--- config.mk ---
export PLATFORM = sky130hd
export DESIGN_NAME = usb_data_buffer
export DESIGN_NICKNAME = d
export VERILOG_FILES = /design/src/rtl/usb_pkg.sv /design/src/rtl/usb_buf_ptr.sv /design/src/rtl/usb_data_buffer.sv
export SDC_FILE = /design/constraint.sdc
export NUM_CORES = 1
export LEC_CHECK = 0
export CAP_MARGIN = 15
export CORE_MARGIN = 2
export CORE_UTILIZATION = 25
export CTS_CLUSTER_SIZE = 40
export DETAILED_ROUTE_END_ITERATION = 8
export GPL_TIMING_DRIVEN = 0
export PLACE_DENSITY_LB_ADDON = 0.15
export SYNTH_ARGS = -nofsm -noshare
export SYNTH_HDL_FRONTEND = slang
export SYNTH_SLANG_ARGS = --single-unit
--- constraint.sdc ---
create_clock -name clk -period 2.91 [get_ports clk]
set_input_delay 0.582 -clock clk [delete_from_list [all_inputs] [get_ports clk]]
set_output_delay 0.582 -clock clk [all_outputs]
set_load 0.02 [all_outputs]
--- src/rtl/usb_pkg.sv ---
// Shared types and sizing for the USB endpoint data buffer.
package usb_pkg;

  localparam int USB_BUF_DEPTH = 64;
  localparam int USB_OCC_W     = $clog2(USB_BUF_DEPTH) + 1;

  typedef logic [7:0] usb_byte_t;

  typedef enum logic [1:0] {
    WR_NONE,
    WR_RX,
    WR_AHB
  } buf_wr_sel_t;

endpackage

--- src/rtl/usb_buf_ptr.sv ---
// Wrapping FIFO pointer: sync active-low reset, clear, increment (wraps naturally).
module usb_buf_ptr #(
  parameter int W = 6
) (
  input  logic         clk,
  input  logic         n_rst,
  input  logic         clr,
  input  logic         inc,
  output logic [W-1:0] ptr
);

  always_ff @(posedge clk) begin
    if (!n_rst)   ptr <= '0;
    else if (clr) ptr <= '0;
    else if (inc) ptr <= ptr + W'(1);
  end

endmodule

--- src/rtl/usb_data_buffer.sv ---
// Byte-wide circular FIFO between USB RX/AHB writers and AHB/TX readers.
// Optional almost_full output enabled by defining USB_BUF_WATERMARK_EN.
module usb_data_buffer
  import usb_pkg::*;
#(
  parameter int DEPTH = USB_BUF_DEPTH,
  parameter int OCC_W = $clog2(DEPTH) + 1
`ifdef USB_BUF_WATERMARK_EN
  , parameter int WATERMARK = 56
`endif
) (
  input  logic             clk,
  input  logic             n_rst,
  input  logic             flush,
  input  logic             store_rx_packet_data,
  input  logic [7:0]       rx_packet_data,
  input  logic             store_tx_data,
  input  logic [7:0]       tx_data,
  input  logic             get_rx_data,
  input  logic             get_tx_packet_data,
  output logic [7:0]       buffer_data,
  output logic [OCC_W-1:0] buffer_occupancy,
  output logic             buf_overflow,
  output logic             buf_underflow,
  output logic             buf_collision
`ifdef USB_BUF_WATERMARK_EN
  , output logic           almost_full
`endif
);

  localparam int PTR_W = $clog2(DEPTH);

  usb_byte_t        r_mem [DEPTH];
  logic [OCC_W-1:0] r_occ;
  logic [PTR_W-1:0] w_wptr, w_rptr;
  buf_wr_sel_t      w_wr_sel;
  usb_byte_t        w_wr_byte;
  logic             w_push_req, w_pop_req, w_full, w_empty;
  logic             w_push_ok, w_pop_ok;
  logic [OCC_W-1:0] w_occ_next;

  always_comb begin
    w_wr_sel = WR_NONE;
    if (store_rx_packet_data) w_wr_sel = WR_RX;
    else if (store_tx_data)   w_wr_sel = WR_AHB;
  end

  always_comb begin
    w_wr_byte = rx_packet_data;
    if (w_wr_sel == WR_AHB) w_wr_byte = tx_data;
  end

  assign w_push_req = (w_wr_sel != WR_NONE);
  assign w_pop_req  = get_rx_data | get_tx_packet_data;
  assign w_full     = (r_occ == OCC_W'(DEPTH));
  assign w_empty    = (r_occ == '0);
  // A pop frees a slot in the same cycle, so a push into a full buffer is legal then.
  assign w_pop_ok   = w_pop_req & ~w_empty;
  assign w_push_ok  = w_push_req & (~w_full | w_pop_ok);
  assign w_occ_next = r_occ + OCC_W'(w_push_ok) - OCC_W'(w_pop_ok);

  assign buffer_data      = w_empty ? 8'h00 : r_mem[w_rptr];
  assign buffer_occupancy = r_occ;

  usb_buf_ptr #(.W(PTR_W)) u_wptr (
    .clk(clk), .n_rst(n_rst), .clr(flush), .inc(w_push_ok), .ptr(w_wptr)
  );

  usb_buf_ptr #(.W(PTR_W)) u_rptr (
    .clk(clk), .n_rst(n_rst), .clr(flush), .inc(w_pop_ok), .ptr(w_rptr)
  );

  always_ff @(posedge clk) begin
    if (n_rst && !flush && w_push_ok) r_mem[w_wptr] <= w_wr_byte;
  end

  always_ff @(posedge clk) begin
    if (!n_rst || flush) begin
      r_occ         <= '0;
      buf_overflow  <= 1'b0;
      buf_underflow <= 1'b0;
      buf_collision <= 1'b0;
    end else begin
      r_occ <= w_occ_next;
      if (w_push_req && !w_push_ok) buf_overflow  <= 1'b1;
      if (w_pop_req && w_empty)     buf_underflow <= 1'b1;
      if ((store_rx_packet_data && store_tx_data) ||
          (get_rx_data && get_tx_packet_data))
        buf_collision <= 1'b1;
    end
  end

`ifdef USB_BUF_WATERMARK_EN
  always_ff @(posedge clk) begin
    if (!n_rst || flush) almost_full <= 1'b0;
    else                 almost_full <= (w_occ_next >= OCC_W'(WATERMARK));
  end
`endif

endmodule

==> summary.txt, run 1 <==
Main metrics from the flow reports.

The switching power as a share of total power came out at 0.262. The root buffer cell is clkbuf_16. In this run the count of I/O pins placed on the die edge is between 40 and 50. The highest-delay cell along the critical path is a2111oi_4. The die extent in x is 297 um. Registers take 15900 sq um. The count of port buffers added during placement came out at around 40. The dominant synthesized flop cell is edfxtp_1. The overall power came out at 20.1 mW. The transition time of the tightest slew-check pin is a little over 1 ns. The synth_stat.txt file lists the number of cells as 1055. The number of rows in the core area came out at 107.

The total area inside the core boundary comes to 85000 sq um. Per the detail_route log, the uppermost layer with routed signals is met4. The shortest period the worst path allows came out at 3.53 ns. The share of total power dissipated in the clock network is 0.365. The clock sink total is 540. The post-CTS setup-driven buffer insertion count is 41.

The met2 wirelength from detailed routing is 31600 um. In this run the remaining antenna-violating nets after routing total 0. The headroom to the max-slew limit is 0.320. The final timing report counts setup violations totalling 8.

The slack of the critical path came out at -0.622 ns. The area of the die is 88100 sq um. The detailed router finished its first iteration with 751 violations. The number of antenna violations at the first check in global routing is 0. The deepest clock path buffer count is 3.

The total iterations of the first detailed-routing run is 5. The cell occurring most often along the worst timing path is buf_12. Entering global routing, the biggest net connects 41 pins.

After synthesis, the netlist uses between 50 and 60 different library cells. For this run, the register share of the synthesized area comes to 0.744. The power per standard cell area is 726 nW/um^2. Averaged over all synthesized cells, the footprint is 20.3 sq um.

Counting cells, the worst reg-to-reg path comes to 7. In the power breakdown, the internal column shows 14.8 mW. The DRC violations left is 0. The type of destination of the critical path is a primary output. The filler cell count in the final layout is 8131. In this run the static leakage power is about 8.3 nW.

The worst-case hold slack came out at 0.488 ns. The part of the total power dissipated in combinational logic is 0.203. The share of flip-flops with an asynchronous set or reset came out at 0. The post-synthesis net count is 1089. The final-stage net count came out at between 1000 and 1500. The met3 track utilization from global routing is 0.0349.

The proportion of power drawn by flip-flops and latches is 0.432. The core utilization at floorplan is 0.252. The synthesized instance count is between 1000 and 1500. The post-synth count of flops with an enable pin is 512.

According to the dpl log, the detail-placed design has an HPWL of 43000 um. The worst VDD IR drop from the latest analysis is 0.405 mV. Based on the critical path, the design can be clocked at up to 283 MHz.

The post-CTS resize count is 317. The number of buffers created by CTS is 60. The worst hold path belongs to the class reg2reg. TritonCTS built the clock tree.

Setup repair after global routing could not meet its margin everywhere. The portion of the clock cycle consumed by the worst path in the final layout came out at 1.21. The cell depth of the worst hold path came out at 2. The count of antenna diodes in the layout is 0. The STA report counts the stages on the worst setup path as 8. The power spent charging and discharging nets is between 5 and 6 mW. The delay contributed by the slowest stage of the critical path is 0.47 ns. The total of max-cap violations is 0.

The area of combinational cells with multiple inputs is slightly above 6000 sq um. The most common logic cell in the final layout is edfxtp_1. The count of pins over their slew limit came out at 0. The run finished, with violations left.

The sort of element at the start of the critical path is a register. The hold-fix buffer count after cts is 0. After clock tree synthesis, the clock-pin slew on the worst setup and hold paths is ~0.060 ns. The height of the die is a little under 300 um. The proportion of layout cells with a drive suffix above 1 is 0.386. The total global routing overflow came out at 0.

The checks that failed: negative setup slack. The number of buffers and inverters on the critical path is 4. The number of warnings issued by yosys is 0. The synthesis area per yosys is 21400 sq um.

In this run the most used layer during global routing was met2. Ranking logic cells in the layout by count gives the top entries 512 x edfxtp_1, 114 x mux4_2, 64 x nor2_4. The via density per instance is around 4.6. In the setup report, the worst path falls into the class reg2out.

The number of synthesized register bits came out at 540. The tool warning count came out at 30. In the global route stage, met1 resource usage came out at 0.206. The met1 routed wirelength after detailed routing came out at 30300 um.
run 1: per-stage QoR:
stage | cell area, sq um | utilization | std cells
2_1_floorplan | 21400 | - | 1055
3_3_place_gp | 23300 | 0.274 | 2239
3_5_place_dp | 23500 | 0.276 | 2252
4_1_cts | 27000 | 0.317 | 2397
5_1_grt | 27700 | 0.326 | 2424
6_report | 27700 | 0.326 | 2424
run 1: cell type report:
cell class | instances | share of cell area
Timing Repair Buffer | 125 | 0.0594
Sequential cell | 540 | 0.576
Multi-Input combinational cell | 454 | 0.223
Buffer | 47 | 0.0224
Clock inverter | 25 | 0.00872
Tap cell | 1144 | 0.0517
Clock buffer | 81 | 0.0582
Inverter | 8 | 0.00108
run 1: registers in the layout, summed over array words and instances, names as in the netlist, named ones only:
register / cells
buf_collision: 1
u_rptr.ptr: 6
buf_overflow: 1
buffer_occupancy: 7
u_wptr.ptr: 6
buf_underflow: 1
r_mem: 512
run 1: path summary, 6_finish.rpt:
path	start	end	slack [ns]
max reg2reg	buffer_occupancy[2]$_SDFF_PP0_	r_mem[53][3]$_DFFE_PP_	0.16
min	buf_collision$_SDFFE_PP0P_	buf_collision$_SDFFE_PP0P_	0.49
max	register	buffer_data[5]	-0.62
min reg2reg	buf_collision$_SDFFE_PP0P_	buf_collision$_SDFFE_PP0P_	0.49
run 1: Yosys cell counts (2+ instances only):
cell       count  area share
buf_4         13      0.0046
a22o_1         3      0.0012
or3_1          2     0.00058
o21ai_0        7      0.0016
nor3_1         7      0.0016
xor2_1         8      0.0033
or2_2          3     0.00088
nand3b_1       3      0.0011
mux4_2       106        0.11
buf_1          7      0.0012
o211ai_2       2      0.0012
mux2_2        14      0.0074
and3_1         2     0.00058
dfxtp_1       28       0.026
nand4_1        4      0.0012
buf_6         12      0.0063
clkbuf_1       7      0.0012
a21oi_1       16      0.0037
nor2b_1       15      0.0044
a21o_1         3      0.0011
edfxtp_1     512        0.72
clkbuf_4       2     0.00070
a2111oi_0      6      0.0025
o31ai_1        5      0.0018
buf_8          2      0.0014
mux2i_1       27       0.013
nor2_1       102       0.018
o21bai_1       3      0.0011
o41ai_1        2     0.00082
nand3_1        5      0.0012
inv_1          8      0.0014
ha_1          10      0.0058
o22ai_1       17      0.0050
and2_1         2     0.00058
a211oi_1      14      0.0049
nand2b_1       6      0.0018
buf_2          7      0.0016
nand2_1       18      0.0032
xnor2_1        5      0.0020
mux4_1        22       0.027
run 1: power by group through the flow:
stage / Sequential (mW) / Clock [mW] / Combinational (mW)
2_1_floorplan: 8.85 / 0 / 1.82
5_1_grt: 8.68 / 7.79 / 4.33
6_report: 8.68 / 7.34 / 4.09
4_1_cts: 8.66 / 7.51 / 3.99
3_5_place_dp: 8.82 / 0 / 3.15
3_3_place_gp: 8.83 / 0 / 3.11
run 1: kinds of logic (layout without fill, tap and decap cells):
kind of cell / count (synthesis) / count (layout) / share of synthesized area
adder cells (fa/ha/maj): 11 / 11 / 0.00677
buffers and inverters: 61 / 286 / 0.0204
AND-OR/OR-AND: 85 / 85 / 0.0276
XOR/XNOR: 13 / 13 / 0.00531
AND/OR/NAND/NOR: 176 / 176 / 0.0378
flip-flops: 540 / 540 / 0.744
multiplexers: 169 / 169 / 0.158
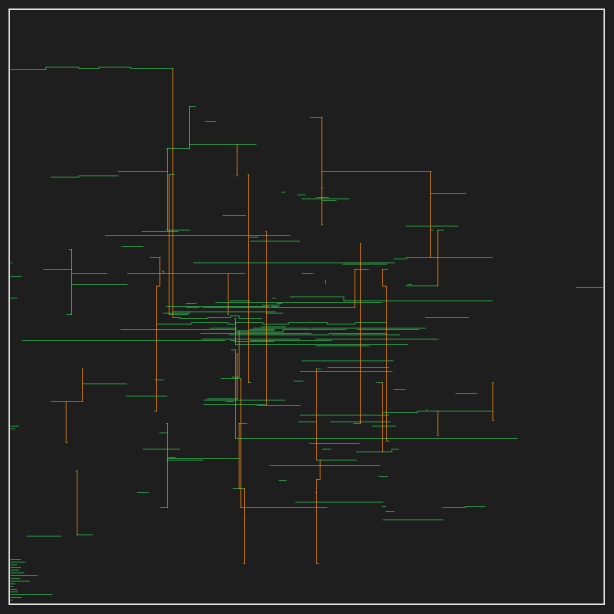
run_1/layers.png
(2 px per um) Only two layers are drawn.
M3 -> green  # wire length 3490 um
M4 -> orange  # wire length 1430 um
average wire per cell in the routed design: 27.6 um
global-route total usage across every layer: 0.150

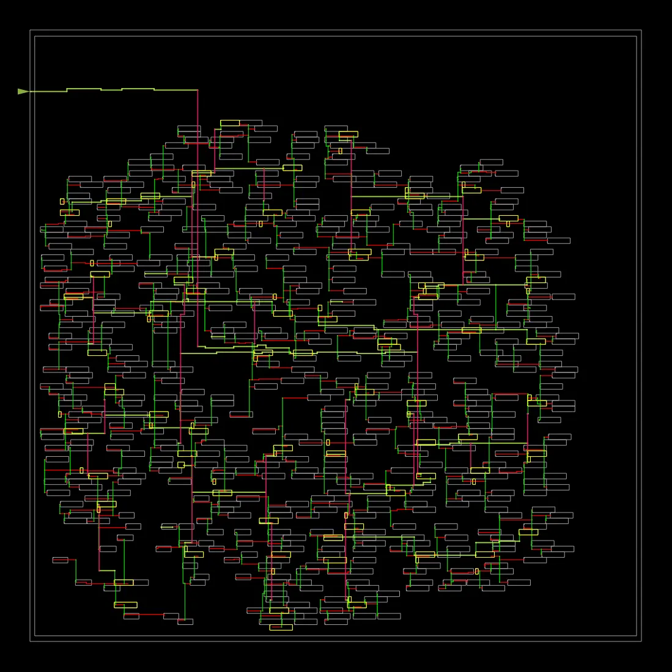
run_1/clock_nets.png
clock latency on the worst-skew pair: 0.62 ns
P_clk: 7.34 mW
Seq cells: 540

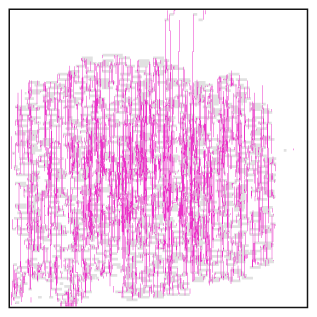
run_1/m2.png
(1 px per um) Cells faint in the background.
main direction = vertical
nets with wire on the layer = 1160
longest straight run = 131 um
wire length on this layer = 31.6 mm
share of all routed wire = 47%
total via count after detailed routing: 11111
met2 routing resource usage after global routing: 0.239
Final Routed Wirelength: 66800 um

## Run 2: what changed since run 1
--- a/config.mk
+++ b/config.mk
@@ -10,6 +10,7 @@
 export CORE_UTILIZATION = 25
 export CTS_CLUSTER_SIZE = 40
 export DETAILED_ROUTE_END_ITERATION = 8
+export DONT_BUFFER_PORTS = 1
 export GPL_TIMING_DRIVEN = 0
 export PLACE_DENSITY_LB_ADDON = 0.15
 export SYNTH_ARGS = -nofsm -noshare
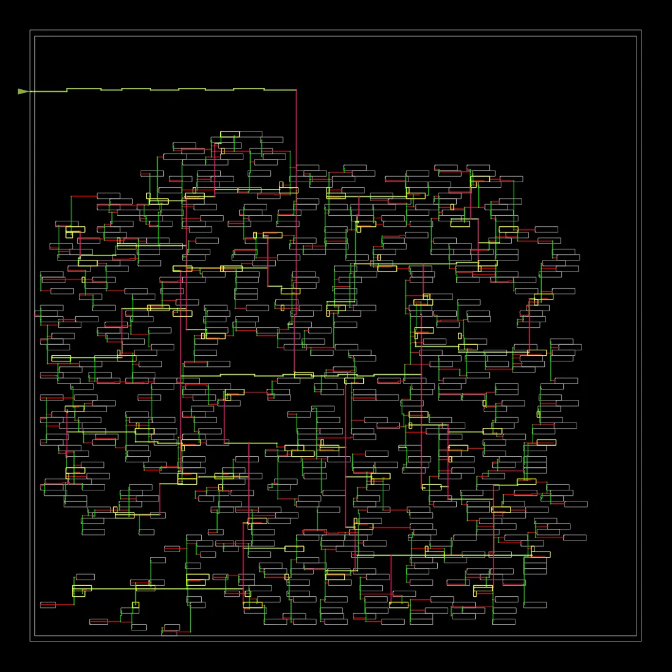
run_2/clock_nets.png
P_clk: 7.23 mW
clock buf count: 79
Fin Clk Skew: 0.0176 ns
clock latency on the worst-skew pair: 0.63 ns

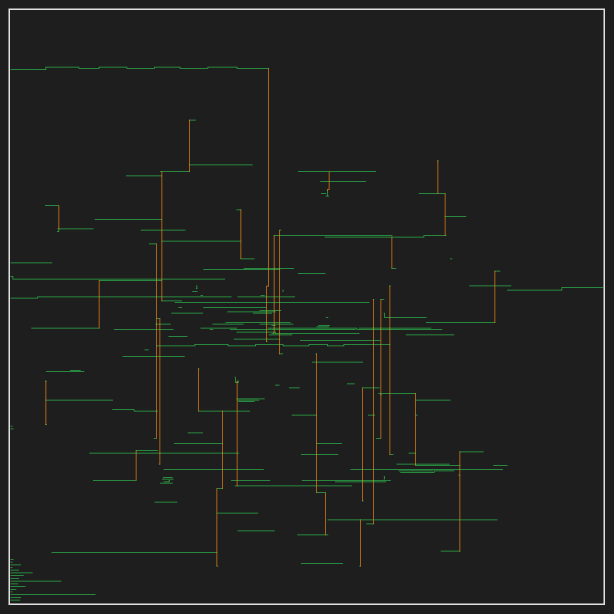
run_2/layers.png
(2 px per um) Only two layers are drawn.
M3 -> green  # wire length 3170 um
M4 -> orange  # wire length 1370 um
total via count after detailed routing: 10940
global-route total usage across every layer: 0.149
average wire per cell in the routed design: 27.9 um
Final Routed Wirelength: 66500 um

==> summary.txt, run 2 <==
Main metrics from the flow reports.

The count of library flops with an enable pin came out at slightly above 500. The synthesized netlist contains 58 unique library cells. The cell count listed in synth_stat.txt came out at ~1100. The synthesis area per yosys came out at 21400 sq um.

The maximum level of the CTS H-tree is 2. Setup repair after global routing could not meet its margin everywhere. The report lists the cells along the critical path as buf_12 > mux4_2 > nor2b_1 > a211oi_1 > a211oi_1 > a211o_4. Note, the detailed placer reported a final HPWL of 42700 um.

The highest clock rate this design can be run at is slightly below 300 MHz. In the layout the commonest cells are 512 x edfxtp_1, 117 x mux4_2, 66 x clkbuf_16. The final reports fail on negative setup slack. The required arrival time at the worst endpoint came out at 2.33 ns.

The final timing report lists a max-slew violation count of 0. The worst setup path is captured at a primary output. The number of antenna violations at the first check in global routing is 0.

The power per standard cell area came out at 730 nW/um^2. The pin closest to its max-slew limit shows a slew of 1.01 ns. After detailed placement, the total cell area comes to 23100 sq um. The total global routing overflow came out at 0. The static leakage came out at 8.09 nW. The total iterations of the first detailed-routing run is 4. The area added between synthesis and finish is 26.2%. The via count of the first global-routing pass came to 11170.

The register with the highest flop count is r_mem. The core occupancy in the finished layout is 0.318. The hold-fix buffer count after cts is 0.

The wire length of the first global-routing pass is just over 90000 um. The maximum fanout count along the critical path is 5. The setup slack on the worst flop-to-flop path is 0.13 ns.

The cell occurring most often along the worst timing path is a211oi_1. The maximum vdd ir drop is about 0.44 mV. The number of violations reported at the end of detailed-routing iteration 0 came out at 839. Across all setup checks in the final design, the least slack found is -0.505 ns. The die extent in x is 297 um. The clock transition at the register clock pins on the worst setup and hold paths after CTS is about 0.06 ns. Per the timing report, the most critical flop-to-flop path originates at buffer_occupancy[4]$_SDFF_PP0_. The area of the core is 85000 sq um. The number of routed nets with antenna violations came out at 0. The sort of element at the start of the critical path is a register.

The root buffer cell is clkbuf_16. Max-cap violations in this run came to 0. The register area share after synthesis came out at 0.744. The pin count of the biggest net entering global routing is 65. Yosys attributes the largest share of cell area to edfxtp_1 72%, mux4_2 11%, mux4_1 2.7%, dfxtp_1 2.6%, nor2_1 1.8%.

The number of rows in the core area came out at 107. The synthesis report gives the async set-or-reset register share as 0. The worst min-delay path endpoint is buf_collision$_SDFFE_PP0P_. The data arrival time reported for the critical path is around 2.8 ns. The DRC violations left came out at 0. The largest area contributor in the netlist is edfxtp_1. The core utilization at floorplan came out at 0.252. The post-route cell area came out at 27000 sq um. Counting every net in the synthesized netlist gives 1089.

Hold analysis shows the worst path with a depth of 2. The deepest clock path buffer count is 3. The post-synthesis cell count is ~1100. Per STA, the worst path accumulates the most delay in the family AND-OR/OR-AND gates. Of the post-synthesis cell area, the dominant cell type holds 0.718. The endpoint identified for the worst register-to-register timing path is r_mem[20][1]$_DFFE_PP_.

The run finished, with violations left. Ranked by instance count, the synthesized netlist is headed by 512 x edfxtp_1, 106 x mux4_2, 102 x nor2_1, 28 x dfxtp_1, 27 x mux2i_1. The delay contributed by the slowest stage of the critical path is 0.48 ns.

The count of port buffers added during placement came out at 0. The proportion of layout cells with a drive suffix above 1 is 0.391. The number of failing hold endpoints at the final stage is 0.

The number of clock sinks came to 540. TritonCTS built the clock tree. The final-stage net count came out at 1223.

The register with the most flip-flops in the layout has 512 of them. Looking at the setup timing report, the critical path kind is reg2out. The startpoint identified for the worst hold timing path is store_tx_data. The top cell type in the final layout, fill and taps aside, is edfxtp_1. The mean cell area of the mapped netlist is slightly above 20 sq um. The height of the die is slightly below 300 um. The number of buffers and inverters on the critical path is 1.

The type recorded for the worst min-delay path is in2reg. Before any placement, the netlist area is recorded as 21400 sq um. The most repeated cell in the gate-level netlist after synthesis is edfxtp_1. The headroom to the max-slew limit came out at 0.327. The shortest period the worst path allows came out at 3.42 ns. The via density per instance is 4.59. For this run, the leading register cell type out of synthesis is edfxtp_1. The weighted congestion reported at the end of routability-driven placement came out at 0.768. The tool warning count is 30. The number of cells on the worst reg-to-reg path came out at 9. Counting the buffers created by CTS gives 61.

The die covers 88100 sq um. Pin placement for this block handled 41 I/O pins. The final setup violation count came out at 8. The critical path's slowest stage uses the library cell mux4_2. Counting flops and latches in the post-synthesis netlist gives approximately 540. Of the available clock period, the critical path in the final layout requires 1.17. The number of warnings issued by yosys came out at 0.
run 2: cell counts after synthesis:
Identical to the previous run, type by type.
run 2: what timing repair did:
action / 4_1_cts / 5_1_grt
gates resized: 277 / 72
setup endpoints to repair: 519 / 518
buffers inserted: 36 / 22
cloned: 0 / 3
pin swaps: 22 / 22
run 2: where the power goes:
part           internal (mW)  switching (mW)
logic                   1.74            2.05
registers               8.63          0.0946
clock network           4.12            3.11
run 2: area by class of cell:
| cell class | instances | area [sq um] |
|---|---|---|
| buffer | 48 | 682 |
| antenna | 1 | 2.50 |
| clock inverter | 32 | 221 |
| tap | 1144 | 1430 |
| inverter | 8 | 30.0 |
| clock buffer | 79 | 1640 |
| fill | 8165 | 58000 |
| multi-input combinational | 454 | 6120 |
| timing repair buffer | 76 | 957 |
| sequential | 540 | 16000 |
run 2: cell families (layout without fill, tap and decap cells):
kind of cell	count (synthesis)	in the layout	synth area share
and+or+nand+nor	176	176	0.0378
DFF	540	540	0.744
muxes	169	169	0.158
buffers and inverters	61	243	0.0204
adders and majority gates	11	11	0.00677
other	0	1	0
xor gates and xnor gates	13	13	0.00531
AOI/OAI and AO/OA	85	85	0.0276
run 2: worst max-delay path by stage:
| stage | to | start | slack [ns] | cells past startpoint |
|---|---|---|---|---|
| floorplan | buffer_occupancy[6]$_SDFF_PP0_ | buffer_occupancy[4]$_SDFF_PP0_ | 0.02 | 12 |
| global placement | buffer_data[2] | register | -1.31 | 6 |
| detailed placement | r_mem[46][4]$_DFFE_PP_ | buffer_occupancy[4]$_SDFF_PP0_ | -1.14 | 7 |
| CTS | buffer_data[4] | register | -0.57 | 8 |
| global route | buffer_data[4] | register | -0.55 | 10 |
| finish | buffer_data[6] | register | -0.51 | 6 |
run 2: metal layers:
layer	part of all wire	up-vias	GRT usage
met2	0.47	262	0.234
met5	0	-	0
met1	0.47	5949	0.212
met3	0.048	83	0.0276
li1	-	4646	-
met4	0.021	0	0.0373
run 2: through the flow:
step / hold WS, ns / total power, mW / worst slack, ns / TNS, ns / cells
3_5_place_dp: 0.511 / 11.8 / -1.14 / -418.99 / 2214
2_1_floorplan: 0.485 / 10.7 / 0.0189 / 0 / 1055
3_3_place_gp: 0.512 / 11.7 / -1.31 / -434.87 / 2199
6_report: 0.127 / 19.7 / -0.505 / -3.55 / 2382
4_1_cts: 0.0797 / 19.8 / -0.574 / -174.09 / 2356
5_1_grt: 0.110 / 20.4 / -0.550 / -4.20 / 2381
## Run 3: what changed since run 2
--- a/config.mk
+++ b/config.mk
@@ -13,6 +13,7 @@
 export DONT_BUFFER_PORTS = 1
 export GPL_TIMING_DRIVEN = 0
 export PLACE_DENSITY_LB_ADDON = 0.15
+export SLEW_MARGIN = 30
 export SYNTH_ARGS = -nofsm -noshare
 export SYNTH_HDL_FRONTEND = slang
 export SYNTH_SLANG_ARGS = --single-unit
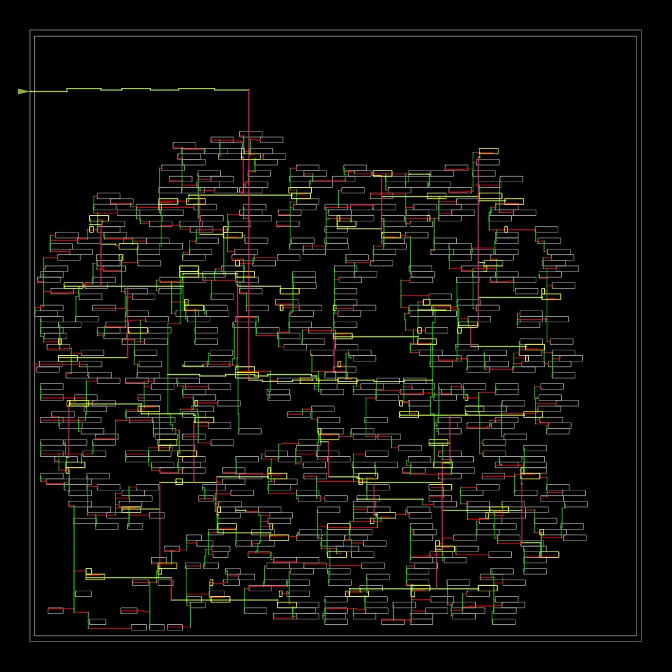
run_3/clock_nets.png
P_clk: 7.40 mW
clock buf count: 84
number of sinks driven by the clock tree: 540
number of buffers added by the clock tree synthesis step: 60
clock latency on the worst-skew pair: 0.62 ns

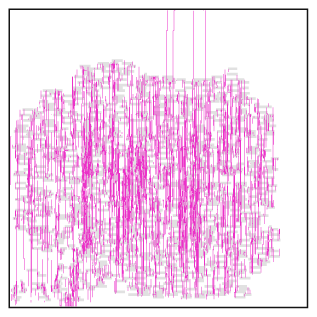
run_3/m2.png
(1 px per um) Cells faint in the background.
wire length on this layer = 31.5 mm
longest straight run = 128 um
main direction = vertical
nets with wire on the layer = 1110
share of all routed wire = 47%
met2 routing resource usage after global routing: 0.235
Final Routed Wirelength: 67300 um
total via count after detailed routing: 10991

==> summary.txt, run 3 <==
Main metrics from the flow reports.

The number of failing hold endpoints at the final stage came out at 0. Static timing analysis puts the maximum clock frequency at between 200 and 300 MHz. The count of port buffers added during placement is 0. The area added between synthesis and finish came out at 28.0%. The path type of the worst min-delay path is in2reg. The worst setup path is launched from a register. TritonCTS built the clock tree. For this run, design rule violations remaining after detail routing come to 0. The area of the core is 85000 sq um. Ranked by flip-flop count, first place goes to r_mem. Subtracting the final worst setup slack from the clock period gives 3.35 ns. The checks that failed: negative setup slack. The number of synthesized register bits is around 540.

The maximum vdd ir drop came out at between 0.4 and 0.5 mV. The worst slack after detailed placement came out at -1.20 ns. The dominant synthesized flop cell is edfxtp_1. Once detail routing completed, the nets flagged for antenna violations numbered 0. The static leakage came out at around 8 nW. The required arrival time at the worst endpoint is around 2.3 ns. Setup repair after global routing could not meet its margin everywhere.

The final-stage net count came out at between 1000 and 1500. The wire length of the first global-routing pass is slightly above 90000 um. The synthesis area per yosys came out at 21400 sq um. The height of the die is 297 um. The deepest clock path buffer count is 3.

The worst-case hold slack is 0.130 ns. The cell count listed in synth_stat.txt came out at ~1100. The most repeated cell in the gate-level netlist after synthesis is edfxtp_1.

The register area share after synthesis is 0.744. Of the post-synthesis cell area, the dominant cell type holds 0.718. Dividing the final minimum period by the clock period gives 1.15.

The number of antenna violations at the first check in global routing is 0. The commonest cells after synthesis are 512 x edfxtp_1, 106 x mux4_2, 102 x nor2_1, 28 x dfxtp_1, 27 x mux2i_1. The hold-fix buffer count after cts is 0.

The delay contributed by the slowest stage of the critical path came out at ~0.59 ns. The cell type that accounts for the most area after synthesis is edfxtp_1. The number of warnings issued by yosys is 0. The number of distinct standard cells referenced by the synthesized netlist came out at 58. The final setup violation count is 8. Between clock sinks in the finished design, the worst skew comes to 0.0133 ns. The final layout report lists a filler cell count of 8062. The die extent in x is 297 um.

The post-synthesis net count came out at around 1100. The tool warning count is 32. The post-route cell area is roughly 27000 sq um.

The weighted congestion reported at the end of routability-driven placement is 0.768. The setup path with the least slack is of type reg2out. The mean cell area of the mapped netlist came out at approximately 20 sq um.

The maximum fanout count along the critical path came out at 7. The flow ran to the end, but the final reports show violations. The worst setup path is captured at a primary output. The share of flip-flops with an asynchronous set or reset came out at 0. The via count of the first global-routing pass came out at 11127.

At the worst endpoint, the arrival time is about 2.8 ns. The via density per instance came out at 4.60. Entering global routing, the biggest net connects around 65 pins. The netlist area before placement came out at 21400 sq um.

The count of library flops with an enable pin came out at 512. Measured against its own limit, the worst slew margin works out to 0.352. The core occupancy in the finished layout is 0.323. The total global routing overflow came out at 0. The synthesis report lists the most area-consuming cells as edfxtp_1 72%, mux4_2 11%, mux4_1 2.7%, dfxtp_1 2.6%, nor2_1 1.8%.

The final HPWL from detailed placement is 41300 um. The proportion of layout cells with a drive suffix above 1 came out at 0.400. For reference, the critical path cell chain is buf_12 > buf_16 > buf_4 > mux4_2 > mux2i_4 > a2111oi_4 > a22o_4. The total placed cells including tap cells came out at 2202.

The H-tree was split into 2 levels. By instance count after routing, the leading logic cell types are 512 x edfxtp_1, 116 x mux4_2, 63 x nor2_4, 63 x clkbuf_16, 41 x buf_4. The report lists the number of standard-cell rows as 107.

The launch point of the worst min-delay path is recorded as store_tx_data. The total track usage came out at 0.150. The reg-to-reg startpoint is buffer_occupancy[4]$_SDFF_PP0_. The post-layout instance count excluding filler cells is between 2000 and 2500. The number of violations reported at the end of detailed-routing iteration 0 came out at 949. The design draws 20.0 mW. The root buffer cell is clkbuf_16. The report counts max-capacitance violations totalling 0. The flip-flop count of the largest register after layout is between 500 and 600.

The transition time of the tightest slew-check pin came out at 0.969 ns. The chip occupies 88100 sq um. Leaving out fill and tap cells, the most frequent cell in the layout is edfxtp_1. The wire length per cell came out at 28.2 um. The total iterations of the first detailed-routing run came out at 5. The sum of negative setup slack came out at -3.35 ns. The critical path's slowest stage uses the library cell a2111oi_4. The count of pins over their slew limit came out at 0. The post-synthesis cell count is 1055. The report lists the power per cell area as 728 nW/um^2. The clock transition at the register clock pins on the worst setup and hold paths after CTS came out at 0.06 ns. The number of top-level design ports is 41. The core utilization at floorplan came out at 0.252. The slack of the critical path is -0.439 ns.
## run 3: final cells by class
class                           count  area (sq um)  area share
Sequential cell                   540         15900       0.581
Multi-Input combinational cell    454          6320       0.230
Clock buffer                       84          1620      0.0591
Tap cell                         1144          1430      0.0522
Timing Repair Buffer               82          1140      0.0417
Buffer                             48           679      0.0248
Clock inverter                     26           260     0.00949
Inverter                            8          30.0     0.00109
Antenna cell                        2          5.00    0.000182
## run 3: cells by family after synthesis
group | after synthesis | synth area share
buf+inv | 61 | 0.0204
fa+ha+maj | 11 | 0.00677
xor+xnor | 13 | 0.00531
compound gates | 85 | 0.0276
flops | 540 | 0.744
simple gates | 176 | 0.0378
mux | 169 | 0.158
## run 3: worst paths after layout
kind	endpoint	slack, ns	depth (start not counted)
setup / recovery	buffer_data[7]	-0.44	7
hold reg to reg	u_rptr.ptr[5]$_SDFFE_PP0N_	0.53	2
setup reg to reg	r_mem[55][4]$_DFFE_PP_	0.12	7
hold / removal	buf_collision$_SDFFE_PP0P_	0.13	2
## run 3: power by group
group | switching [mW] | total (mW) | leakage [nW] | internal [mW]
logic | 2.11 | 3.86 | 2.47 | 1.76
clock network | 3.09 | 7.40 | 0.926 | 4.31
registers | 0.0924 | 8.72 | 4.83 | 8.62
## run 3: layer usage
layer  up-vias  part of all wire  global-route usage  wire (um)
met4         0             0.023              0.0382       1560
met1      5973              0.45               0.212      30500
met2       289              0.47               0.235      31500
li1       4645                 -                   -          -
met5         -                 0                   0          0
met3        84             0.055              0.0287       3720
## run 3: timing repair
action | in CTS | in global routing
pin swaps | 28 | 35
resized | 283 | 49
setup buffers | 33 | 42
setup endpoints to repair | 525 | 299
hold endpoints to repair | 0 | 0
gates cloned | 2 | 2
## run 3: critical path, delay by kind of cell (launching register included)
| family | cells | cell delay, ns |
|---|---|---|
| flip-flops | 1 | 0.32 |
| AND-OR/OR-AND | 2 | 0.88 |
| multiplexers | 2 | 0.47 |
| buffers and inverters | 3 | 0.48 |
No activity file was given, so power comes from the tool's default toggle rates.
